Figure 1. Routed metal, one color a layer (run 1).
Only two layers are drawn.
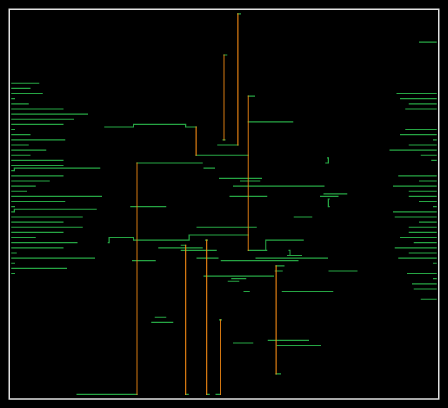
Figure 2. Selected gate families (run 1).
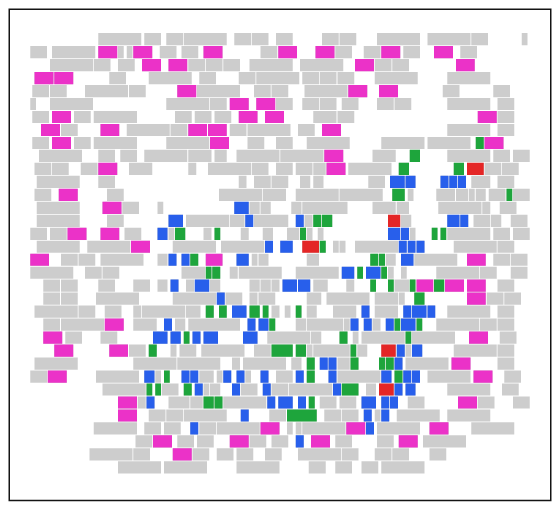
Figure 3. Metal 4 (run 1).
The bar under the picture is 20 µm long.
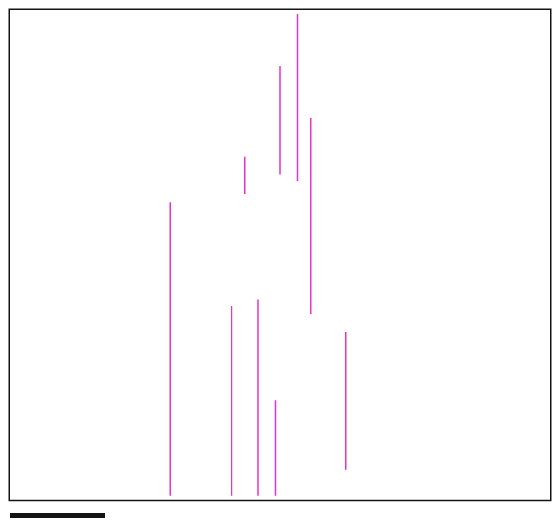
Figure 4. Congestion heat map (run 1).
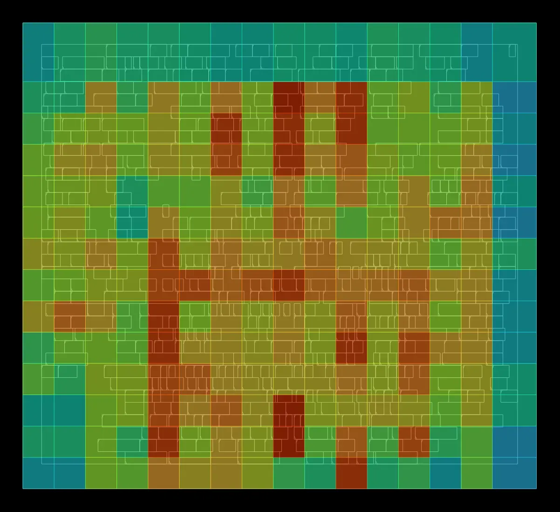
<file path="src/rtl/ifu_if.sv">
// Fetch-unit bundle: memory fetch port, instruction port toward the exu, redirect input and
// the sticky fault flag. The master modport is the ifu's view; slave is the surrounding system.
interface ifu_if;
    logic        mem_req_valid;
    logic        mem_req_ready;
    logic [31:0] mem_req_addr;
    logic        mem_rsp_valid;
    logic        mem_rsp_ready;
    logic [31:0] mem_rsp_data;
    logic        mem_rsp_err;
    logic        inst_valid;
    logic        inst_ready;
    logic [31:0] inst;
    logic [31:0] inst_pc;
    logic        redirect_valid;
    logic [31:0] redirect_pc;
    logic        fetch_err;

    modport master (
        output mem_req_valid,
        output mem_req_addr,
        output mem_rsp_ready,
        output inst_valid,
        output inst,
        output inst_pc,
        output fetch_err,
        input  mem_req_ready,
        input  mem_rsp_valid,
        input  mem_rsp_data,
        input  mem_rsp_err,
        input  inst_ready,
        input  redirect_valid,
        input  redirect_pc
    );

    modport slave (
        input  mem_req_valid,
        input  mem_req_addr,
        input  mem_rsp_ready,
        input  inst_valid,
        input  inst,
        input  inst_pc,
        input  fetch_err,
        output mem_req_ready,
        output mem_rsp_valid,
        output mem_rsp_data,
        output mem_rsp_err,
        output inst_ready,
        output redirect_valid,
        output redirect_pc
    );
endinterface

</file>
<file path="src/rtl/ifu.sv">
// Instruction fetch unit: one outstanding word fetch at a time, presents each word with its PC
// to the exu, and follows redirects by killing any in-flight response.
module ifu #(
    parameter logic [31:0] RESET_PC = 32'h8000_0000,
    parameter int unsigned PC_STEP  = 4
) (
    input logic   clk,
    input logic   rst,
    ifu_if.master bus
);
    typedef enum logic [1:0] {StReq, StWait, StHold, StErr} state_e;

    state_e      state_q, state_d;
    logic [31:0] pc_q, pc_d;
    logic [31:0] inst_q, inst_d;
    logic [31:0] inst_pc_q, inst_pc_d;
    logic        kill_q, kill_d;
    logic        err_q, err_d;
    logic [31:0] redirect_tgt;

    assign redirect_tgt = bus.redirect_pc & ~32'h3;

    always_ff @(posedge clk or posedge rst) begin
        if (rst) begin
            state_q   <= StReq;
            pc_q      <= RESET_PC;
            inst_q    <= '0;
            inst_pc_q <= '0;
            kill_q    <= 1'b0;
            err_q     <= 1'b0;
        end else begin
            state_q   <= state_d;
            pc_q      <= pc_d;
            inst_q    <= inst_d;
            inst_pc_q <= inst_pc_d;
            kill_q    <= kill_d;
            err_q     <= err_d;
        end
    end

    always_comb begin
        state_d   = state_q;
        pc_d      = pc_q;
        inst_d    = inst_q;
        inst_pc_d = inst_pc_q;
        kill_d    = kill_q;
        err_d     = err_q;
        unique case (state_q)
            StReq: begin
                if (bus.redirect_valid) begin
                    pc_d = redirect_tgt;
                end
                if (bus.mem_req_valid && bus.mem_req_ready) begin
                    state_d = StWait;
                    // the word now in flight belongs to the old PC
                    kill_d  = bus.redirect_valid;
                end
            end
            StWait: begin
                if (bus.redirect_valid) begin
                    pc_d = redirect_tgt;
                end
                if (bus.mem_rsp_valid) begin
                    kill_d = 1'b0;
                    if (kill_q || bus.redirect_valid) begin
                        state_d = StReq;
                    end else if (bus.mem_rsp_err) begin
                        err_d   = 1'b1;
                        state_d = StErr;
                    end else begin
                        inst_d    = bus.mem_rsp_data;
                        inst_pc_d = pc_q;
                        state_d   = StHold;
                    end
                end else if (bus.redirect_valid) begin
                    kill_d = 1'b1;
                end
            end
            StHold: begin
                // a redirect drops the held word even if the exu takes it this cycle
                if (bus.redirect_valid) begin
                    pc_d    = redirect_tgt;
                    state_d = StReq;
                end else if (bus.inst_ready) begin
                    pc_d    = pc_q + PC_STEP;
                    state_d = StReq;
                end
            end
            StErr: begin
                state_d = StErr;
            end
        endcase
    end

    // the request is masked while reset is held so nothing issues before release
    assign bus.mem_req_valid = (state_q == StReq) && !rst;
    assign bus.mem_req_addr  = pc_q;
    assign bus.mem_rsp_ready = (state_q == StWait);
    assign bus.inst_valid    = (state_q == StHold);
    assign bus.inst          = inst_q;
    assign bus.inst_pc       = inst_pc_q;
    assign bus.fetch_err     = err_q;
endmodule

</file>
<file path="src/flat_wrapper.sv">
// flat-port wrapper written by rule: the top's interface ports become plain ports
module ifu_flat 
#(
    parameter logic [31:0] RESET_PC = 32'h8000_0000,
    parameter int unsigned PC_STEP  = 4
)
  (clk, rst, bus_mem_req_valid, bus_mem_req_addr, bus_mem_rsp_ready, bus_inst_valid, bus_inst, bus_inst_pc, bus_fetch_err, bus_mem_req_ready, bus_mem_rsp_valid, bus_mem_rsp_data, bus_mem_rsp_err, bus_inst_ready, bus_redirect_valid, bus_redirect_pc);
  ifu_if bus_i ();
  input logic clk;
  input logic rst;
  output wire logic [$bits(bus_i.mem_req_valid)-1:0] bus_mem_req_valid;
  output wire logic [$bits(bus_i.mem_req_addr)-1:0] bus_mem_req_addr;
  output wire logic [$bits(bus_i.mem_rsp_ready)-1:0] bus_mem_rsp_ready;
  output wire logic [$bits(bus_i.inst_valid)-1:0] bus_inst_valid;
  output wire logic [$bits(bus_i.inst)-1:0] bus_inst;
  output wire logic [$bits(bus_i.inst_pc)-1:0] bus_inst_pc;
  output wire logic [$bits(bus_i.fetch_err)-1:0] bus_fetch_err;
  input wire logic [$bits(bus_i.mem_req_ready)-1:0] bus_mem_req_ready;
  input wire logic [$bits(bus_i.mem_rsp_valid)-1:0] bus_mem_rsp_valid;
  input wire logic [$bits(bus_i.mem_rsp_data)-1:0] bus_mem_rsp_data;
  input wire logic [$bits(bus_i.mem_rsp_err)-1:0] bus_mem_rsp_err;
  input wire logic [$bits(bus_i.inst_ready)-1:0] bus_inst_ready;
  input wire logic [$bits(bus_i.redirect_valid)-1:0] bus_redirect_valid;
  input wire logic [$bits(bus_i.redirect_pc)-1:0] bus_redirect_pc;
  assign bus_mem_req_valid = bus_i.mem_req_valid;
  assign bus_mem_req_addr = bus_i.mem_req_addr;
  assign bus_mem_rsp_ready = bus_i.mem_rsp_ready;
  assign bus_inst_valid = bus_i.inst_valid;
  assign bus_inst = bus_i.inst;
  assign bus_inst_pc = bus_i.inst_pc;
  assign bus_fetch_err = bus_i.fetch_err;
  assign bus_i.mem_req_ready = bus_mem_req_ready;
  assign bus_i.mem_rsp_valid = bus_mem_rsp_valid;
  assign bus_i.mem_rsp_data = bus_mem_rsp_data;
  assign bus_i.mem_rsp_err = bus_mem_rsp_err;
  assign bus_i.inst_ready = bus_inst_ready;
  assign bus_i.redirect_valid = bus_redirect_valid;
  assign bus_i.redirect_pc = bus_redirect_pc;
  ifu #(.RESET_PC(RESET_PC), .PC_STEP(PC_STEP)) u_core (.clk(clk), .rst(rst), .bus(bus_i));
endmodule
</file>
<file path="config.mk">
export PLATFORM = sky130hd
export DESIGN_NAME = ifu_flat
export DESIGN_NICKNAME = d
export VERILOG_FILES = /design/src/rtl/ifu_if.sv /design/src/rtl/ifu.sv /design/src/flat_wrapper.sv
export SDC_FILE = /design/constraint.sdc
export NUM_CORES = 1
export LEC_CHECK = 0
export CORE_ASPECT_RATIO = 0.9
export CORE_MARGIN = 4
export CORE_UTILIZATION = 46
export CTS_CLUSTER_SIZE = 40
export DETAILED_ROUTE_END_ITERATION = 10
export HOLD_SLACK_MARGIN = 0.02
export PLACE_DENSITY = 0.83
export SYNTH_ARGS = -nofsm -noshare
export SYNTH_HDL_FRONTEND = slang
export SYNTH_SLANG_ARGS = --single-unit
</file>
<file path="constraint.sdc">
create_clock -name clk -period 4.75 [get_ports clk]
set_input_delay 0.95 -clock clk [delete_from_list [all_inputs] [get_ports clk]]
set_output_delay 0.95 -clock clk [all_outputs]
set_load 0.005 [all_outputs]
</file>
==> results.txt, run 1 <==
The synthesis and place-and-route flow finished, so here is a summary.

The final-report setup violation count is 0. The most common logic cells in the final layout are 164 x sky130_fd_sc_hd__clkdlybuf4s50_1, 95 x sky130_fd_sc_hd__dfrtp_1, 58 x sky130_fd_sc_hd__mux2_2, 32 x sky130_fd_sc_hd__a21oi_1, 26 x sky130_fd_sc_hd__nand2_1. The flow reports that the clock network draws 15.7% of the design power. According to the timing report, the critical path is launched from rst.

The number of global-route vias before repair was 3958. The count of buffers from port buffering came out at 164. The number of logged tool warnings came out at 28. Per report_power, the combinational group accounts for 42.1% of the total. The cell repeated most along the worst path is sky130_fd_sc_hd__clkdlybuf4s50_1.

In the synthesized netlist, the cells that appear most often are 95 x sky130_fd_sc_hd__dfrtp_1, 58 x sky130_fd_sc_hd__mux2_2, 33 x sky130_fd_sc_hd__a21oi_1. The data arrival time at the worst-slack endpoint came out at 2.18 ns. A synthesized cell averages 11.23 µm².

According to the timing report, the data required time at the worst endpoint equals 3.80 ns. The cell internal power dissipation came out at 0.002425 W. The total power consumption of the routed design is 0.003532 W. Counting buffers and inverters, the worst setup path is 3 cells deep. In the hold report, the worst path ends at u_core.bus.fetch_err$_DFFE_PP0P_. The registers of the reported paths see a clock transition of 0.09 ns. Per the CTS log, the buffer count on the longest clock path is 2. The power density normalized to cell area is 545.2 nW/µm². The core region is 9699 µm². The timing report attributes the biggest portion of critical-path delay to buffers and inverters.

Sorting the synthesized cells by area gives the leading types as sky130_fd_sc_hd__dfrtp_1 52%, sky130_fd_sc_hd__mux2_2 14%, sky130_fd_sc_hd__a21oi_1 3.6%. Setup repair after global routing left no endpoint under its margin. The worst setup slack for register-to-register paths is 2.28 ns. The highest net fanout along the worst path came out at 2. The share of final-layout standard cells stronger than drive strength 1 is 16.52%.

In this run the clock root is driven by a sky130_fd_sc_hd__clkbuf_8. The proportion of synthesized chip area in sequential cells came out at 52.47%. The depth of the worst register-to-register path came out at 5. The area fraction of the largest cell type after synthesis is 51.90%. The run finished with clean final reports. The worst VDD IR drop from the latest analysis is 0.2798 mV. The netlist area before placement came out at 4581 µm². Traced cell by cell, the critical path runs through clkdlybuf4s50_1 > nor3_1 > clkdlybuf4s50_1.

The area growth from synthesis to layout is 41.44%. The clock reaches the later pin of the worst-skew pair after 0.36 ns. The via density per instance came out at 5.626. The post-CTS resize count came out at 0. The I/O pin count is 171. The largest stage delay on the critical path came out at 0.54 ns. The first global-routing pass estimated 20.26 mm of wire. The yosys synthesis chip area came out at 4581 µm².

The startpoint of the worst hold path is u_core.bus.fetch_err$_DFFE_PP0P_. The total negative slack for setup checks came out at 0 ns. The Yosys warning count came out at 0. The last element of the critical path is bus_mem_req_valid. The overall chip area is 11620 µm². The biggest area contributor in the post-synthesis netlist is sky130_fd_sc_hd__dfrtp_1. The most frequently used library cell after synthesis is sky130_fd_sc_hd__dfrtp_1. Net switching is 31.36% of the power. The violation count after the first detailed-routing iteration came out at 208. The number of enable flip-flop cells is 0. The worst register-to-register path begins at u_core.state_q[1]$_DFFE_PP0P_. In the final report, the number of hold violations comes to 0. The wire length on met2 came out at 6.360 mm.

Of the total power, registers draw 42.2%. The total number of H-tree levels came out at 3. Among all stages on the critical path, the largest delay is contributed by sky130_fd_sc_hd__clkdlybuf4s50_1. The number of standard cells after synthesis came out at 408.

The worst hold margin came out at 0.4741 ns. The width of the chip is 113.2 µm. The weighted congestion reported at the end of routability-driven placement came out at 0.7815. The power report puts the net switching power at 0.001108 W. In the synthesized netlist the async set-or-reset flop fraction comes to 100.0%. The number of antenna violations at the first check in global routing is 0. The analysis attributes to cell leakage a power of 2.638 nW. The number of placement rows is 34. The number of nets in the layout came out at 636. The startpoint type of the worst setup path is an input pin. The worst clock skew is 0.006357 ns.
Notes on Figure 1 above:
legend:
  M4:
    color: orange
    wire_length: 295 µm
  M3:
    color: green
    wire_length: 1060 µm

Notes on Figure 2 above:
legend:
  mux cells:
    color: magenta
    cells: 64
    where: all over the die
  non-inverting ao/oa cells:
    color: red
    cells: 5
  nand cells:
    color: green
    cells: 56
  aoi and oai cells:
    color: blue
    cells: 82
most instantiated logic cell after routing: sky130_fd_sc_hd__clkdlybuf4s50_1
fin cells: 695
Comb/total area: 30.84%

Notes on Figure 3 above:
longest straight run: 61.2 µm
main direction: vertical
nets with wire on the layer: 8
share of all routed wire: 2.3%
Vias: 3910
Final Routed Wirelength: 12.63 mm

Notes on Figure 4 above:
average wire length per cell after detail routing: 18.17 µm
fraction of met3 tracks used by global routing: 7.688%
Final Core Density: 66.80%

==> run 1: through the flow <==
stage / worst slack, ns / util [%] / cell area, µm² / instances
floorplan: 1.296 / - / 4592 / 411
global placement: 1.472 / 64.67 / 6272 / 679
detailed placement: 1.383 / 64.67 / 6272 / 679
CTS: 1.605 / 66.80 / 6479 / 695
global route: 1.529 / 66.80 / 6479 / 695
finish: 1.615 / 66.80 / 6479 / 695
==> run 1: power by group through the flow <==
stage	Combinational [W]	Clock (W)	Sequential, W
finish	0.00149	0.000555	0.00149
global route	0.00161	0.000609	0.00155
CTS	0.00151	0.000571	0.00149
detailed placement	0.00150	0	0.00151
global placement	0.00145	0	0.00147
floorplan	0.000569	0	0.00147
==> run 1: state kept, by name (all words and copies together) (netlist names) <==
register,count
u_core.bus.fetch_err,1
u_core.bus.inst,32
u_core.bus.inst_pc,30
u_core.bus.mem_req_addr,30
u_core.kill_q,1
u_core.state_q,2
==> run 1: layout make-up <==
| cell class | count | area [µm²] | area share [%] |
|---|---|---|---|
| multi-input combinational | 283 | 1998 | 30.84 |
| clock inverter | 5 | 55.05 | 0.8497 |
| timing repair buffer | 169 | 1692 | 26.11 |
| inverter | 5 | 21.27 | 0.3283 |
| clock buffer | 11 | 151.4 | 2.337 |
| sequential | 96 | 2404 | 37.10 |
| tap | 126 | 157.7 | 2.433 |
==> run 1: metal layers <==
metal	vias to the layer above	track usage, %
li1	1801	-
met1	1922	27.11
met2	166	36.84
met3	21	7.688
met4	0	6.747
met5	-	0
==> run 1: cell families (layout without fill, tap and decap cells) <==
kind of cell	count (synthesis)	after routing	share of synthesized area [%]
mux	64	64	15.68
simple gates	127	127	15.60
fa+ha+maj	1	1	0.2731
other cells	1	4	0.08187
buf+inv	32	190	4.288
compound gates	87	87	11.61
flops	96	96	52.47
Figure 5. Sequential cells grouped by signal name (run 1).
The bar under the picture is 20 µm long. Other sequential cells in the stronger gray, the rest of the logic in the fainter gray.
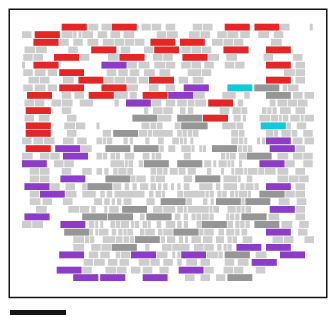

==> run 1 -> run 2 <==
- CORE_UTILIZATION: 46 -> 40
- PLACE_DENSITY: 0.83 -> 0.76
- clock period: 4.75 -> 2.62 ns (I/O delays scaled with it)
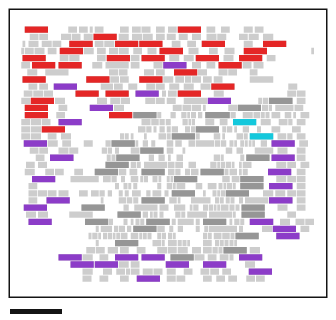
Figure 6: run 2, sequential cells grouped by signal name.
The bar under the picture is 20 µm long. Other sequential cells in the stronger gray, the rest of the logic in the fainter gray.
legend:
  `u_core.bus.inst`:
    color: red
    placed_flops: 32
    where: a band across the top
  `u_core.state_q`:
    color: cyan
    placed_flops: 2
  `u_core.bus.inst_pc`:
    color: purple
    placed_flops: 30
Final Core Density: 61.13%
flip-flop and latch share of the layout cell area: 35.77%
Seq power: 0.00272 W
sequential cell area in the final layout: 2404 µm²

==> results.txt, run 2 <==
The synthesis and place-and-route flow finished, so here is a summary.

The count of buffers added by post-CTS timing repair for setup is 0. The measured slew at the worst slew-check pin is 0.5505 ns. The number of clock buffers added by TritonCTS is 9.

The area fraction of the dominant cell type after synthesis is 51.90% (unchanged). The relative contribution of the clock network to total power is 20.7% (+5.0 points). The synthesis run shows the most used standard cells to be 95 x sky130_fd_sc_hd__dfrtp_1, 58 x sky130_fd_sc_hd__mux2_2, 33 x sky130_fd_sc_hd__a21oi_1. The part of the power in combinational logic is 39.6% (-2.5 points). The number of standard cells after synthesis is 408 (unchanged). The number of pins exceeding their max-slew limit in the final report is 0. The startpoint of the worst hold path is u_core.bus.fetch_err$_DFFE_PP0P_.

The source of the critical timing path is u_core.state_q[0]$_DFFE_PP0P_. The detailed placement HPWL came out at 9.510 mm. The total of max-cap violations came out at 0. In this run the critical path is formed by inv_1 > nor2_4 > clkdlybuf4s50_1. The die span in y is 109.5 µm. The met1 track demand over resource in global routing came out at 24.93% (-2.2 points). In this run, post-CTS hold repair placed 0 buffers.

The number of nets in the layout came out at 645 (+1.4%). In the synthesized netlist the dominant register cell turns out to be sky130_fd_sc_hd__dfrtp_1. The highest net fanout along the worst path was 9 (+7). The number of remaining DRC errors is 0.

The post-route met1 wirelength is 5.415 mm. The number of placement rows came to 36 (+5.9%). The width of the chip came out at 120.8 µm (+6.7%).

The synthesized flop and latch total came out at 96. The Yosys warning count is 0 (unchanged). The total number of clock tree sinks came out at 96. The proportion of register bits with asynchronous set or reset after synthesis is 100.0% (unchanged). Counting both buffers and inverters, the worst setup path holds a total of 2. The data arrival time at the worst-slack endpoint came to 1.77 ns (-0.41 ns). Setup repair after global routing left no endpoint under its margin. The largest net degree at the start of global routing came out at 97. The netlist area before placement is 4581 µm² (unchanged). The first detailed-routing pass took 5 iterations. The final critical path takes up 87.70% of the cycle.

After global routing the overflow that remains totals 0. Following the worst setup path forward leads to its endpoint at bus_mem_rsp_ready. The run finished with clean final reports. In the Yosys stats the netlist draws on 48 distinct library cells. The total non-filler cell area in the finished layout was 6719 µm² (+3.7%). The met2 track utilization from global routing is 31.95% (-4.9 points).

Nets still carrying antenna violations after routing amount to 0. The count of buffers from port buffering came to 164 (unchanged). The switching component of the power is 0.002073 W (+87%). The final number of hold-violating endpoints is 0 (unchanged). The instance count on the critical path is 3 (unchanged). The number of global-route vias before repair came out at 4008 (+1.3%). The critical path's slowest cell is sky130_fd_sc_hd__dfrtp_1.

The worst hold path terminates at u_core.bus.fetch_err$_DFFE_PP0P_. The violation count after the first detailed-routing iteration is 323 (+55%). The number of antenna violations at the first check in global routing is 0 (unchanged). The total number of H-tree levels is 3 (unchanged). The worst setup slack for register-to-register paths came out at 0.56 ns (-1.72 ns). The global routing met3 resource utilization was 6.584% (-1.1 points). The effective utilization at floorplan came out at 41.68%. The routed wire length came out at 13.01 mm (+3.0%). Timing would allow up to 0.4352 GHz.

The floorplan core area is 10990 µm² (+13%). The number of logged tool warnings was 28 (unchanged). Looking at the reg2reg group, the worst path starts from u_core.bus.mem_req_addr[2]$_DFFE_PP0P_. The final routed wire length divided by cell count is 17.85 µm (-1.8%). The total placed instance area came out at 6399 µm² (+2.0%). The I/O pin count is 171 (unchanged).

The routed design could run at a clock period as short as 2.298 ns. The largest stage delay on the critical path was 0.54 ns (about the same). The worst clock skew is 0.008451 ns (+0.002095 ns). STA classifies the critical path endpoint as a primary output. The critical path class is reg2out. The power density normalized to cell area was 1022 nW/µm² (+87%). The depth of the worst register-to-register path came out at 6 (+1). Looking at the global route congestion table, the highest-usage layer is met2.

The cell type group with the largest total delay on the critical path is buffers and inverters. The data required time at the worst endpoint came out at 2.10 ns (-1.70 ns). The flip-flop count of the largest register, all copies and words added is 32 (unchanged). The library cell used most frequently in the layout, excluding fill and tap cells, is sky130_fd_sc_hd__clkdlybuf4s50_1. The average instance area after synthesis came out at 11.23 µm² (unchanged). The wire length on met2 came out at 6.371 mm (+0.17%).

The clock-pin slew reported for the worst setup and hold paths after clock tree synthesis is 0.06 ns (-0.03 ns). The clock tree root driver cell is sky130_fd_sc_hd__clkbuf_16. The cell total in the yosys stat output is 408. The share of final-layout standard cells stronger than drive strength 1 came out at 17.68% (+1.2 points).

The number of stages on the worst hold path is 1. Measured against its own limit, the worst slew margin works out to 63.02%. The via density per instance is 5.412 (-3.8%).

The yosys synthesis chip area is 4581 µm² (unchanged). The switching portion of total power is 30.19% (-1.2 points). The detailed router used layers up to and including met4. STA classifies the critical path startpoint as a register. The maximum vdd ir drop came to 0.5450 mV (+95%).

The overall chip area came out at 13230 µm² (+14%). The largest total area in the synthesized netlist belongs to sky130_fd_sc_hd__dfrtp_1. The proportion of synthesized chip area in sequential cells is 52.47% (unchanged). The total via count after detailed routing was 3945 (+0.90%). The weighted congestion reported at the end of routability-driven placement is 0.7775 (-0.51%). Total global-route track usage over all layers is 19.73%. The cell internal power dissipation was 0.004794 W (+98%). The clock insertion delay at the later pin of the skew report came to 0.35 ns (about the same). The final-report setup violation count came out at 0 (unchanged). The CTS tree is built.

In the layout the commonest cells are 164 x sky130_fd_sc_hd__clkdlybuf4s50_1, 95 x sky130_fd_sc_hd__dfrtp_1, 58 x sky130_fd_sc_hd__mux2_2, 32 x sky130_fd_sc_hd__a21oi_1, 26 x sky130_fd_sc_hd__nand2_1. The number of enable flip-flop cells is 0 (unchanged). The largest buffer count on any clock path came to 2 (unchanged).

The main area contributors are sky130_fd_sc_hd__dfrtp_1 52%, sky130_fd_sc_hd__mux2_2 14%, sky130_fd_sc_hd__a21oi_1 3.6%. The leakage dissipation came out at 2.738 nW (+3.8%). The leading cell type by number of instances after synthesis is sky130_fd_sc_hd__dfrtp_1. The sequential fraction of design power was 39.6% (-2.6 points). STA reports the tightest min-delay check as being of type reg2reg. The total negative slack for setup checks came out at 0 ns (unchanged). The endpoint identified for the worst register-to-register timing path is u_core.bus.mem_req_addr[18]$_DFFE_PP0P_.

The number of antenna repair diodes came out at 0. The area growth from synthesis to layout is 46.68%. The post-CTS resize count came out at 0 (unchanged). The met3 wire length came out at 884 µm. The global-route wire length before repair is 20.53 mm (+1.3%).
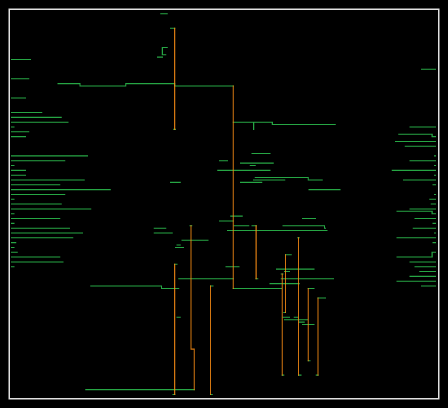
Figure 7: run 2, routed metal, one color a layer.
Only two layers are drawn.
legend:
  M3:
    color: green
    wire_length: 884 µm
  M4:
    color: orange
    wire_length: 341 µm

[run 2: cell count changes in the layout (fill, tap and decap cells not counted), sizes merged]
| cell | delta |
|---|---|
| inv | -1 |
| clkbuf | -1 |
| buf | +9 |
| bufinv | +1 |
[run 2: cell type report]
| cell class | instances | area, µm² |
|---|---|---|
| inverters | 5 | 22.52 |
| clock buffers | 10 | 239.0 |
| repair buffers | 178 | 1784 |
| flip-flops and latches | 96 | 2404 |
| clock inverters | 5 | 81.33 |
| well taps | 152 | 190.2 |
| fillers | 931 | 4272 |
| multi-input cells | 283 | 1998 |
[run 2: logic make-up (layout without fill, tap and decap cells)]
| kind of cell | after synthesis | in the layout | share of synthesized area, % |
|---|---|---|---|
| other | 1 | 4 | 0.08187 |
| adder cells (fa/ha/maj) | 1 | 1 | 0.2731 |
| AND-OR/OR-AND | 87 | 87 | 11.61 |
| buffers and inverters | 32 | 198 | 4.288 |
| AND/OR/NAND/NOR | 127 | 127 | 15.60 |
| multiplexers | 64 | 64 | 15.68 |
| flip-flops | 96 | 96 | 52.47 |
[run 2: power groups by stage]
stage	registers, W	logic [W]	clock network, W
after global placement	0.00268	0.00268	0
final	0.00272	0.00272	0.00142
after floorplan	0.00266	0.00103	0
after global routing	0.00283	0.00295	0.00152
after CTS	0.00272	0.00276	0.00145
after detailed placement	0.00274	0.00275	0
[run 2: per-stage QoR]
stage	setup slack, ns	total power (W)	utilization (%)	hold slack, ns	std cells
after global placement	0.2877	0.005364	58.22	0.4582	714
after floorplan	0.9163	0.003692	-	0.4602	411
after CTS	0.3173	0.006936	61.13	0.4845	729
after global routing	0.2440	0.007290	61.13	0.5052	729
final	0.3222	0.006868	61.13	0.4840	729
after detailed placement	0.2812	0.005488	58.22	0.4722	714
Figure 8. Congestion heat map (run 2).
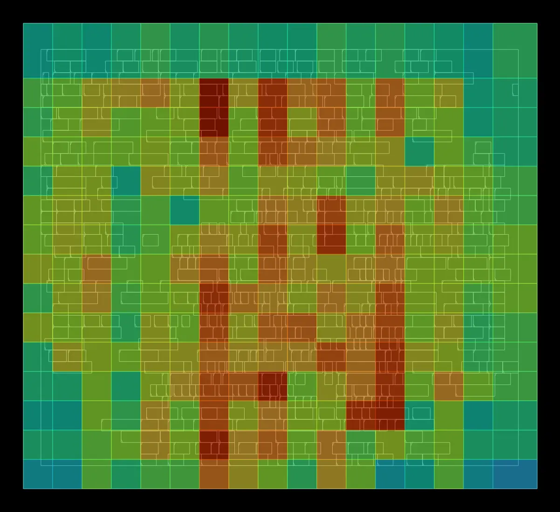

==> run 2 -> run 3 <==
- CTS_BUF_LIST: default -> sky130_fd_sc_hd__clkbuf_8 sky130_fd_sc_hd__clkbuf_16
- SETUP_SLACK_MARGIN: default -> 0.5
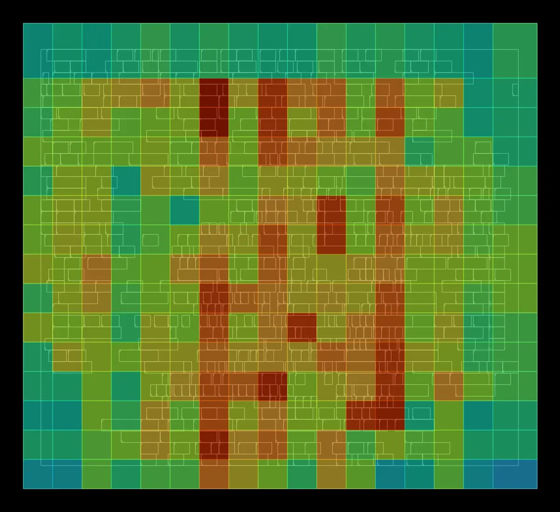
Figure 9: run 3, congestion heat map.
met1 track demand over resource: 24.97%
most crowded layer after global routing: met2
met2 usage: 32.03%
overall global routing resource usage: 19.76%

==> results.txt, run 3 <==
The synthesis and place-and-route flow finished, so here is a summary.

The switching portion of total power came out at 30.18% (about the same). The fraction of synthesized cell area in xor and xnor cells came out at 0% (unchanged). The CTS buffer count is 9 (unchanged). The min-delay analysis places its worst path in the category reg2reg.

The dominant kind of combinational cell is multiplexers. The routed wire length is 13.04 mm (+0.25%). The instance count on the critical path came out at 7 (+4).

The highest net fanout along the worst path came out at 18 (+9). The maximum vdd ir drop is 0.5449 mV (about the same). The worst setup slack for register-to-register paths is 0.67 ns (+0.11 ns). The least setup slack across all paths after layout came out at 0.6267 ns (+0.3045 ns). The total number of clock tree sinks is 96 (unchanged). The highest metal layer with signal wires is met4. Clock tree synthesis selected as its root buffer the cell sky130_fd_sc_hd__clkbuf_16.

The largest total area in the synthesized netlist belongs to sky130_fd_sc_hd__dfrtp_1. The main area contributors are sky130_fd_sc_hd__dfrtp_1 52%, sky130_fd_sc_hd__mux2_2 14%, sky130_fd_sc_hd__a21oi_1 3.6%. The synthesized-area fraction occupied by ao, oa, aoi and oai cells came out at 11.61% (unchanged).

The data required time at the worst endpoint came out at 2.84 ns (+0.74 ns). The I/O pin count came to 171 (unchanged). The total via count after detailed routing is 3937 (-0.20%). The via density per instance came out at 5.356 (-1.0%). The effective utilization at floorplan is 41.68% (unchanged). The number of hold-repair buffers added at the cts stage came to 0 (unchanged). For this design, the slowest cell found on the critical path is sky130_fd_sc_hd__clkdlybuf4s50_1. The number of logged tool warnings came out at 28 (unchanged). The CTS tree is built. The width of the chip came out at 120.8 µm (unchanged). The largest buffer count on any clock path came to 2 (unchanged). The worst hold margin is 0.4804 ns (-0.003580 ns). The number of antenna violations at the first check in global routing is 0 (unchanged). The final routed wire length divided by cell count came out at 17.75 µm (-0.57%). The total number of H-tree levels came to 3 (unchanged). The part of the power in combinational logic came out at 40.2% (+0.6 points). The cell total in the yosys stat output was 408 (unchanged). The post-route met1 wirelength is 5.368 mm (-0.87%). The number of enable flip-flop cells is 0 (unchanged).

The cell internal power dissipation came to 0.004820 W (+0.53%). The global routing met3 resource utilization is 6.584% (unchanged). The met3 wire length is 884 µm (unchanged). The power density normalized to cell area is 1017 nW/µm² (-0.48%). The reg-to-reg endpoint is u_core.bus.mem_req_addr[18]$_DFFE_PP0P_.

The total buffers and inverters traversed by the critical path was 2 (unchanged). The depth of the worst register-to-register path was 7 (+1). Setup repair after global routing left no endpoint under its margin.

The maximum operating frequency is 0.5017 GHz (+15%). The number of nets in the layout is 651 (+0.93%). The worst setup slack before clock tree synthesis is 0.2812 ns (unchanged). The clock insertion delay at the later pin of the skew report is 0.35 ns (about the same). The floorplan core area is 10990 µm² (unchanged). The data arrival time at the worst-slack endpoint came to 2.22 ns (+0.45 ns). The weighted congestion reported at the end of routability-driven placement was 0.7775 (unchanged). Looking at the reg2reg group, the worst path starts from u_core.bus.mem_req_addr[2]$_DFFE_PP0P_. The yosys synthesis chip area is 4581 µm² (unchanged). The run finished with clean final reports. The switching component of the power is 0.002084 W (+0.51%). The proportion of synthesized chip area in sequential cells is 52.47% (unchanged). The total negative slack for setup checks came to 0 ns (unchanged). The remaining antenna violation count after routing came out at 0 (unchanged).

The largest stage delay on the critical path came out at 0.58 ns (+0.04 ns). The measured slew at the worst slew-check pin came to 0.5186 ns (-0.03193 ns). The area growth from synthesis to layout is 48.16%.

The multiplexer share of the synthesized area came out at 15.68% (unchanged). The number of remaining DRC errors is 0 (unchanged). The detailed placement HPWL was 9.510 mm (unchanged).

The number of placement rows is 36 (unchanged). The number of standard cells after synthesis came out at 408 (unchanged).
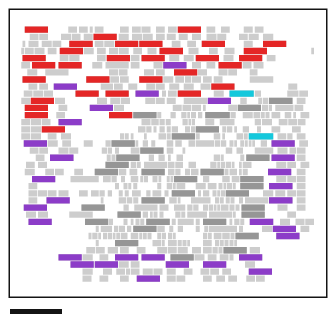
Figure 10: run 3, sequential cells grouped by signal name.
The bar under the picture is 20 µm long. Other sequential cells in the stronger gray, the rest of the logic in the fainter gray.
legend:
  `u_core.bus.inst`:
    color: red
    placed_flops: 32
    where: a band across the top
  `u_core.state_q`:
    color: cyan
    placed_flops: 2
  `u_core.bus.inst_pc`:
    color: purple
    placed_flops: 30
sequential cell area in the final layout: 2406 µm²
Final Core Density: 61.75%
flip-flop and latch share of the layout cell area: 35.45%
Seq power: 0.00270 W

run 3: cell counts after synthesis:
No cell type changed its count.
run 3: area by class of cell:
| type | count | area, µm² |
|---|---|---|
| sequential | 96 | 2406 |
| fill | 919 | 4204 |
| timing repair buffer | 184 | 1834 |
| clock inverter | 5 | 81.33 |
| clock buffer | 10 | 239.0 |
| multi-input combinational | 283 | 2013 |
| inverter | 5 | 22.52 |
| tap | 152 | 190.2 |
run 3: power groups by stage:
stage	sequential (W)	clock, W	combinational (W)
5_1_grt	0.00282	0.00152	0.00300
6_report	0.00270	0.00142	0.00278
3_3_place_gp	0.00268	0	0.00268
4_1_cts	0.00271	0.00145	0.00278
3_5_place_dp	0.00274	0	0.00275
2_1_floorplan	0.00266	0	0.00103
run 3: timing repair:
action / in CTS / in global routing
gates resized: 4 / 4
setup buffers: 1 / 5
cloned: 0 / 0
pin swaps: 0 / 2
setup endpoints to repair: 3 / 7
run 3: worst min path at each step:
stage                                        from                                  to  slack (ns)  depth (start not counted)
2_1_floorplan    u_core.bus.fetch_err$_DFFE_PP0P_    u_core.bus.fetch_err$_DFFE_PP0P_        0.46                          1
3_3_place_gp     u_core.bus.fetch_err$_DFFE_PP0P_    u_core.bus.fetch_err$_DFFE_PP0P_        0.46                          1
3_5_place_dp     u_core.bus.fetch_err$_DFFE_PP0P_    u_core.bus.fetch_err$_DFFE_PP0P_        0.47                          1
4_1_cts          u_core.bus.fetch_err$_DFFE_PP0P_    u_core.bus.fetch_err$_DFFE_PP0P_        0.48                          1
5_1_grt        u_core.bus.inst_pc[21]$_DFFE_PP0P_  u_core.bus.inst_pc[21]$_DFFE_PP0P_        0.51                          1
6_report         u_core.bus.fetch_err$_DFFE_PP0P_    u_core.bus.fetch_err$_DFFE_PP0P_        0.48                          1
Power is estimated from default activity; no workload was simulated.
